Run 1, met3 routing:
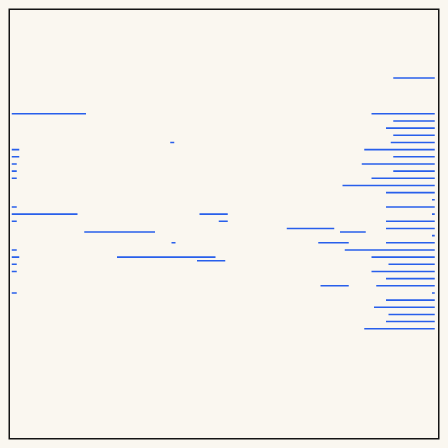
Run 1, I/O pins on the die edge:
Pins as bars across the die edge, other pins in gray.
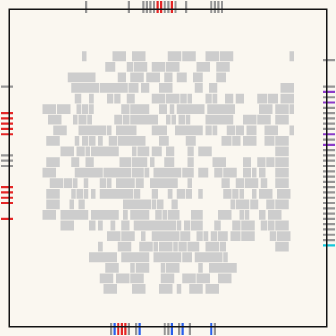
Run 1, where the registers sit:
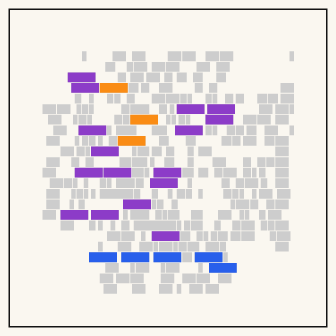
===== src/rtl/cpu_sequencer.sv =====
// Multi-cycle fetch/decode/execute controller for the 16-bit datapath.
// Holds the instruction register and PSR and drives every datapath select/enable.
module cpu_sequencer #(
    parameter logic [15:0] HALT_WORD = 16'hFFFF
) (
    input  logic        clk,
    input  logic        reset,
    input  logic [15:0] instr,
    input  logic [4:0]  flags,
    output logic [15:0] opcode,
    output logic [3:0]  mux_a_sel,
    output logic [3:0]  mux_b_sel,
    output logic        alu_sel,
    output logic        pc_sel,
    output logic        w_en_a,
    output logic        w_en_b,
    output logic [15:0] reg_en,
    output logic        flag_en,
    output logic        pc_en,
    output logic        pc_ld,
    output logic [4:0]  psr,
    output logic        halted,
    output logic [2:0]  state
);

    typedef enum logic [2:0] {
        S_FETCH  = 3'd0,
        S_DECODE = 3'd1,
        S_EXEC   = 3'd2,
        S_LOADWB = 3'd3,
        S_HALT   = 3'd4
    } state_t;

    state_t      state_q, state_d;
    logic [15:0] ir;
    logic [4:0]  psr_q;

    logic [3:0] ir_cls, ir_rd, ir_ext, ir_rs;
    logic       is_alu, is_cmp, is_load, is_stor, is_jcond;
    logic       cond_true;

    logic [15:0] reg_en_raw;
    logic        w_en_a_raw, flag_en_raw, pc_en_raw, pc_ld_raw;

    assign ir_cls = ir[15:12];
    assign ir_rd  = ir[11:8];
    assign ir_ext = ir[7:4];
    assign ir_rs  = ir[3:0];

    assign is_alu   = (ir_cls == 4'b0000);
    assign is_cmp   = is_alu && (ir_ext == 4'b1011);
    assign is_load  = (ir_cls == 4'b0100) && (ir_ext == 4'b0000);
    assign is_stor  = (ir_cls == 4'b0100) && (ir_ext == 4'b0100);
    assign is_jcond = (ir_cls == 4'b0100) && (ir_ext == 4'b1100);

    // PSR layout {N,Z,F,L,C}; conditions look only at the registered copy.
    always_comb begin
        cond_true = 1'b0;
        case (ir_rd)
            4'b0000: cond_true =  psr_q[3];
            4'b0001: cond_true = ~psr_q[3];
            4'b0010: cond_true =  psr_q[0];
            4'b0011: cond_true = ~psr_q[0];
            4'b0100: cond_true =  psr_q[1];
            4'b0101: cond_true = ~psr_q[1];
            4'b0110: cond_true =  psr_q[4];
            4'b0111: cond_true = ~psr_q[4];
            4'b1000: cond_true =  psr_q[2];
            4'b1001: cond_true = ~psr_q[2];
            4'b1110: cond_true = 1'b1;
            default: cond_true = 1'b0;
        endcase
    end

    always_ff @(posedge clk) begin
        if (reset) begin
            state_q <= S_FETCH;
            ir      <= '0;
            psr_q   <= '0;
        end else begin
            state_q <= state_d;
            if (state_q == S_DECODE)
                ir <= instr;
            if (flag_en_raw)
                psr_q <= flags;
        end
    end

    always_comb begin
        state_d     = state_q;
        opcode      = '0;
        mux_a_sel   = '0;
        mux_b_sel   = '0;
        alu_sel     = 1'b0;
        pc_sel      = 1'b0;
        w_en_a_raw  = 1'b0;
        reg_en_raw  = '0;
        flag_en_raw = 1'b0;
        pc_en_raw   = 1'b0;
        pc_ld_raw   = 1'b0;
        case (state_q)
            S_FETCH: begin
                pc_sel  = 1'b1;
                state_d = S_DECODE;
            end
            S_DECODE: begin
                pc_en_raw = 1'b1;
                state_d   = (instr == HALT_WORD) ? S_HALT : S_EXEC;
            end
            S_EXEC: begin
                state_d = S_FETCH;
                if (is_alu) begin
                    opcode      = ir;
                    mux_a_sel   = ir_rd;
                    mux_b_sel   = ir_rs;
                    alu_sel     = 1'b1;
                    flag_en_raw = 1'b1;
                    if (!is_cmp)
                        reg_en_raw = 16'(1) << ir_rd;
                end else if (is_stor) begin
                    mux_a_sel  = ir_rs;
                    mux_b_sel  = ir_rd;
                    w_en_a_raw = 1'b1;
                end else if (is_load) begin
                    mux_a_sel = ir_rs;
                    state_d   = S_LOADWB;
                end else if (is_jcond) begin
                    mux_a_sel = ir_rs;
                    pc_en_raw = cond_true;
                    pc_ld_raw = cond_true;
                end
            end
            S_LOADWB: begin
                mux_a_sel  = ir_rs;
                reg_en_raw = 16'(1) << ir_rd;
                state_d    = S_FETCH;
            end
            S_HALT: state_d = S_HALT;
            default: state_d = S_FETCH;
        endcase
    end

    // Reset is synchronous, so write strobes are masked combinationally while it is held.
    assign reg_en  = reset ? '0 : reg_en_raw;
    assign w_en_a  = w_en_a_raw  & ~reset;
    assign flag_en = flag_en_raw & ~reset;
    assign pc_en   = pc_en_raw   & ~reset;
    assign pc_ld   = pc_ld_raw   & ~reset;
    assign w_en_b  = 1'b0;
    assign psr     = psr_q;
    assign halted  = (state_q == S_HALT);
    assign state   = state_q;

endmodule


===== config.mk =====
export PLATFORM = sky130hd
export DESIGN_NAME = cpu_sequencer
export DESIGN_NICKNAME = d
export VERILOG_FILES = /design/src/rtl/cpu_sequencer.sv
export SDC_FILE = /design/constraint.sdc
export NUM_CORES = 1
export LEC_CHECK = 0
export CORE_MARGIN = 8
export CORE_UTILIZATION = 35
export DETAILED_ROUTE_END_ITERATION = 6
export GPL_ROUTABILITY_DRIVEN = 0
export MAX_ROUTING_LAYER = met4
export PLACE_DENSITY = 0.73
export SLEW_MARGIN = 20
export SYNTH_ARGS = -nofsm -noshare
export SYNTH_HDL_FRONTEND = slang
export SYNTH_SLANG_ARGS = --single-unit

===== constraint.sdc =====
create_clock -name clk -period 6.7 [get_ports clk]
set_input_delay 1.34 -clock clk [delete_from_list [all_inputs] [get_ports clk]]
set_output_delay 1.34 -clock clk [all_outputs]
set_load 0.02 [all_outputs]

==> qor.yml, run 1 <==
outcome: "completed"
topCombFamilyByArea: "simple AND/OR/NAND/NOR gates"
rsz0062_at_grt: "false"
gr-total-overflow: 0
grt_pass1_wl_um: 7290
critPathLaunch: "reset"
row_count: 23
dp.cells: 311
cp.required_ns: 5.36
syn_to_final_growth_pct: 53.7
cts_hold_buf: 0
wl_per_cell_um: 14.8
insertedDiodeCount: 0
critPathMaxFanout: 29
final_core_util_pct: 56.5
post-place-ws_ns: 1.59
slowest_stage: "clkdlybuf4s50_1"
p_int_mw: 0.267
p_seq_share_pct: 45.3
synth_cells: 202
cts_tree: "yes"
stdcell_area_sq_um: 2290
post_route_cells_drive_above_1_share_pct: 5.28
synthSimpleGateAreaFrac_pct: 39.8
swShare_pct: 27.1
drc: 0
ios: 79
clk_pin_slew_worst_paths_ns: 0.09
syn_area_sq_um: 1490
top_layer_used: "met4"
fin_nets: 289
grt_pass1_vias: 1456
setup_viol: 0
hold_viol: 0
track_usage_pct: 13.8
wl_met3_um: 390
hpwl_um: 3660
regToRegEndpoint: "state[0]"
power_density_nw_per_um2: 160
skew_ns: 0.00753
syn_avg_cell_area_sq_um: 7.38
grt_max_degree: 30
cpMostUsedCell: "clkdlybuf4s50_1"
place_area_sq_um: 2220
Back to the opening pictures, 'met3 routing':
share of all routed wire: 8.4%
nets with wire on the layer: 55
wire length on this layer: 391 um
main direction: horizontal
detailed-route via count: 1616
total wire length: 4650 um
grt met3 use: 2.10%

Back to the opening pictures, 'I/O pins on the die edge':
[purple] mux_b_sel | pins: 4 | direction: output | edge: east
[red] instr | pins: 16 | direction: input | edge: 10 west, 3 north, 3 south
[cyan] pc_en | pins: 1 | direction: output | edge: east
[blue] psr | pins: 5 | direction: output | edge: south
all pins by edge: 32 east, 17 north, 16 south, 14 west
chip height: 81.3 um
Die X: 81.3 um
I/O Buffers: 73

Back to the opening pictures, 'where the registers sit':
[orange] state | placed flops: 3
[blue] psr | placed flops: 5 | where: south
[purple] ir | placed flops: 16
Seq area share: 21.0%
Flop area: 480 sq um
Seq power: 0.166 mW

==> run 1: power by group through the flow <==
stage	clock network, mW	logic (mW)	registers [mW]
floorplan	0	0.0478	0.164
global placement	0	0.0744	0.169
detailed placement	0	0.0752	0.169
CTS	0.128	0.0756	0.166
global route	0.135	0.0825	0.168
finish	0.125	0.0752	0.166
==> run 1: layout make-up <==
| class | instances | area [sq um] |
|---|---|---|
| inverter | 3 | 11.3 |
| sequential | 24 | 480 |
| fill | 393 | 1770 |
| clock buffer | 3 | 41.3 |
| tap | 50 | 62.6 |
| timing repair buffer | 75 | 746 |
| clock inverter | 1 | 30.0 |
| multi-input combinational | 159 | 920 |
==> run 1: cells by family (layout without fill, tap and decap cells) <==
family,Yosys count,after routing
buf+inv,23,82
xor+xnor,1,1
compound gates,38,38
mux,6,6
flops,24,24
other cells,1,5
simple gates,109,109
==> run 1: worst max-delay path, delay by kind of cell <==
family / cells / cell delay [ns]
buffers and inverters: 3 / 1.27
and+or+nand+nor: 3 / 1.16
==> run 1: sequential cells by signal (all words and copies together) (netlist names) <==
name	count
ir	16
state	3
psr	5
==> run 1: synth_stat cells <==
library cell,instances
inv_1,3
a41oi_1,1
nor2_1,11
a21oi_1,19
nand4b_1,1
a211o_1,1
a2111oi_2,1
nand4_1,4
buf_4,5
nor4b_4,1
nor3b_1,4
dfxtp_1,24
nor4_1,8
nand2_2,1
or3b_2,1
mux2i_1,6
conb_1,1
o21bai_1,1
a31oi_1,2
nor3_1,13
nor4b_1,1
a21o_1,8
nand3b_1,1
or2_2,2
or4_4,1
nand2b_1,4
o21ai_0,3
and2b_1,2
or3_4,1
and2_1,11
o211ai_1,1
xnor2_1,1
nand3_1,1
nor2b_1,4
nand2_1,36
clkbuf_1,15
o2bb2ai_1,1
and3b_1,1
Run 1, wiring by layer:
Only two layers are drawn.
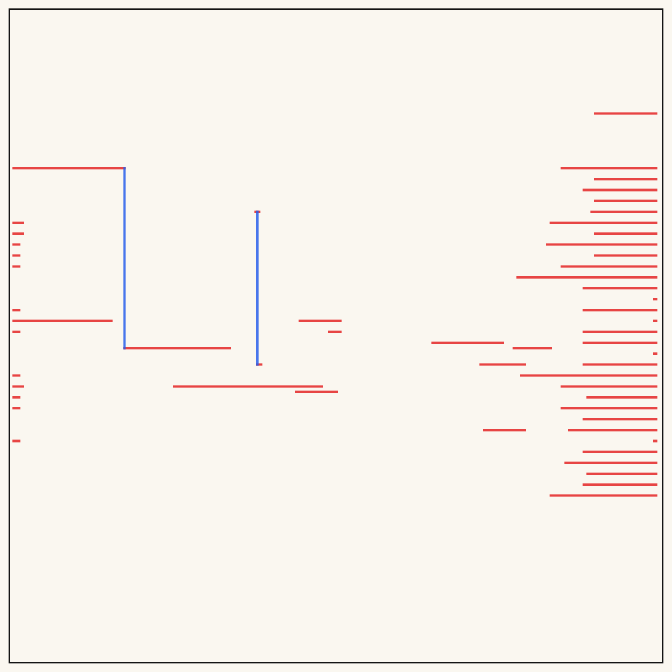

## Run 2: what changed since run 1
clock period = 4.95 ns   (was 6.7 ns; I/O delays follow)
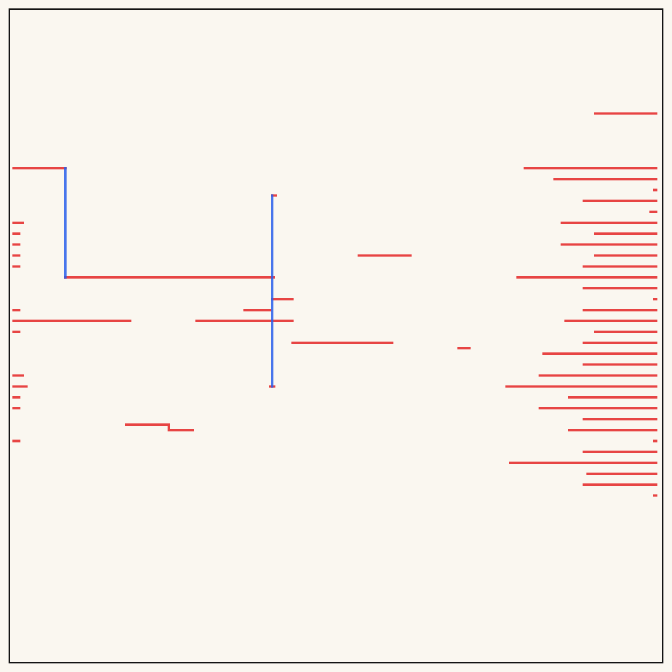
Run 2: wiring by layer
Only two layers are drawn.
[blue] metal 4 | wire length: 37.4 um
[red] metal 3 | wire length: 408 um
total wire length: 4750 um
detailed-route wire length per cell: 15.1 um
Total GRT Usage: 13.9%

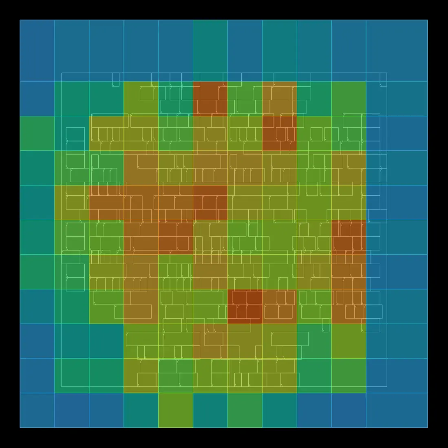
Run 2: routing congestion map
grt met3 use: 2.87%
GR Layer Usage met1: 17.8%

==> qor.yml, run 2 <==
outcome: "completed"
p_seq_share_pct: 44.7  # -0.6 points
port_buffers: 73  # unchanged
grt_max_degree: 29  # -3.3%
regToRegEndpoint: "state[0]"
skew_ns: 0.00388  # -0.00365 ns
topCombFamilyByArea: "simple AND/OR/NAND/NOR gates"
die_w_um: 81.3  # unchanged
syn_area_sq_um: 1490  # unchanged
insertedDiodeCount: 0  # unchanged
fp.dieH_um: 81.3  # unchanged
top_cells_by_count: "36 x nand2_1, 24 x dfxtp_1, 19 x a21oi_1"
gr-total-overflow: 0  # unchanged
synthSimpleGateAreaFrac_pct: 39.8  # unchanged
largest_reg_flops: 16  # unchanged
first_pass_iters: 4
hold_viol: 0  # unchanged
regMostFlops: "ir"
rsz0062_at_grt: "false"
row_count: 23  # unchanged
drc: 0  # unchanged
vias: 1611  # -0.31%
synth_cells: 202  # unchanged
syn_avg_cell_area_sq_um: 7.38  # unchanged
grt_pass1_wl_um: 7270  # -0.29%
powerClk_mw: 0.174  # +39%
swShare_pct: 27.9  # +0.77 points
post-synth-top-count-cell: "nand2_1"
cts_tree: "yes"
ys.flop_type: "dfxtp_1"
clk_pin_slew_worst_paths_ns: 0.09  # about the same
hpwl_um: 3670  # +0.39%
grt_pass1_vias: 1447  # -0.62%
top_power_group: "sequential cells"
power_density_nw_per_um2: 219  # +37%
critPathMaxFanout: 8  # -72%
setup_viol: 0  # unchanged
post_route_cells_drive_above_1_share_pct: 5.28  # unchanged
n_fill_cell: 415  # +5.6%
## run 2: cell counts after synthesis
No cell type changed its count.
## run 2: cell families after synthesis
logic type / after synthesis
simple gates: 109
xor+xnor: 1
mux: 6
buf+inv: 23
flops: 24
other cells: 1
compound gates: 38
## run 2: stage by stage
| stage | util, % | worst slack [ns] | cell area [sq um] | power, mW | cells |
|---|---|---|---|---|---|
| after floorplan | - | 1.27 | 1510 | 0.287 | 206 |
| after global placement | 54.7 | 0.764 | 2220 | 0.329 | 311 |
| after detailed placement | 54.7 | 0.761 | 2220 | 0.331 | 311 |
| after CTS | 56.5 | 0.754 | 2290 | 0.503 | 315 |
| after global routing | 56.5 | 0.588 | 2290 | 0.523 | 315 |
| final | 56.5 | 0.759 | 2290 | 0.501 | 315 |
## run 2: cell type report
class	count	area, sq um	share of cell area [%]
inverter	3	11.3	0.492
clock inverter	1	30.0	1.31
tap	50	62.6	2.73
clock buffer	3	41.3	1.80
timing repair buffer	75	746	32.6
sequential	24	480	21.0
multi-input combinational	159	920	40.1
## run 2: worst max-delay path: stages
cell and delay [ns]:
clkdlybuf4s50_1 0.43, or3b_2 0.53, or2_2 0.37, nor4_1 0.24, clkdlybuf4s50_1 0.65
## run 2: how the worst max path moves through the flow
stage          depth (start not counted)   from         to
4_1_cts                                5  reset  reg_en[0]
3_5_place_dp                           5  reset  reg_en[0]
3_3_place_gp                           5  reset  reg_en[0]
5_1_grt                                5  reset  reg_en[0]
6_report                               5  reset  reg_en[0]
2_1_floorplan                          5  reset  reg_en[0]
## run 2: metal layers
metal / track usage [%] / vias up / share of wire (%)
met4: 3.39 / 0 / 0.78
met1: 17.8 / 725 / 46
met5: - / - / 0
met3: 2.87 / 5 / 8.6
met2: 21.8 / 61 / 45
li1: - / 820 / -
Power figures rest on the tool's default switching activity, not on a simulated workload.
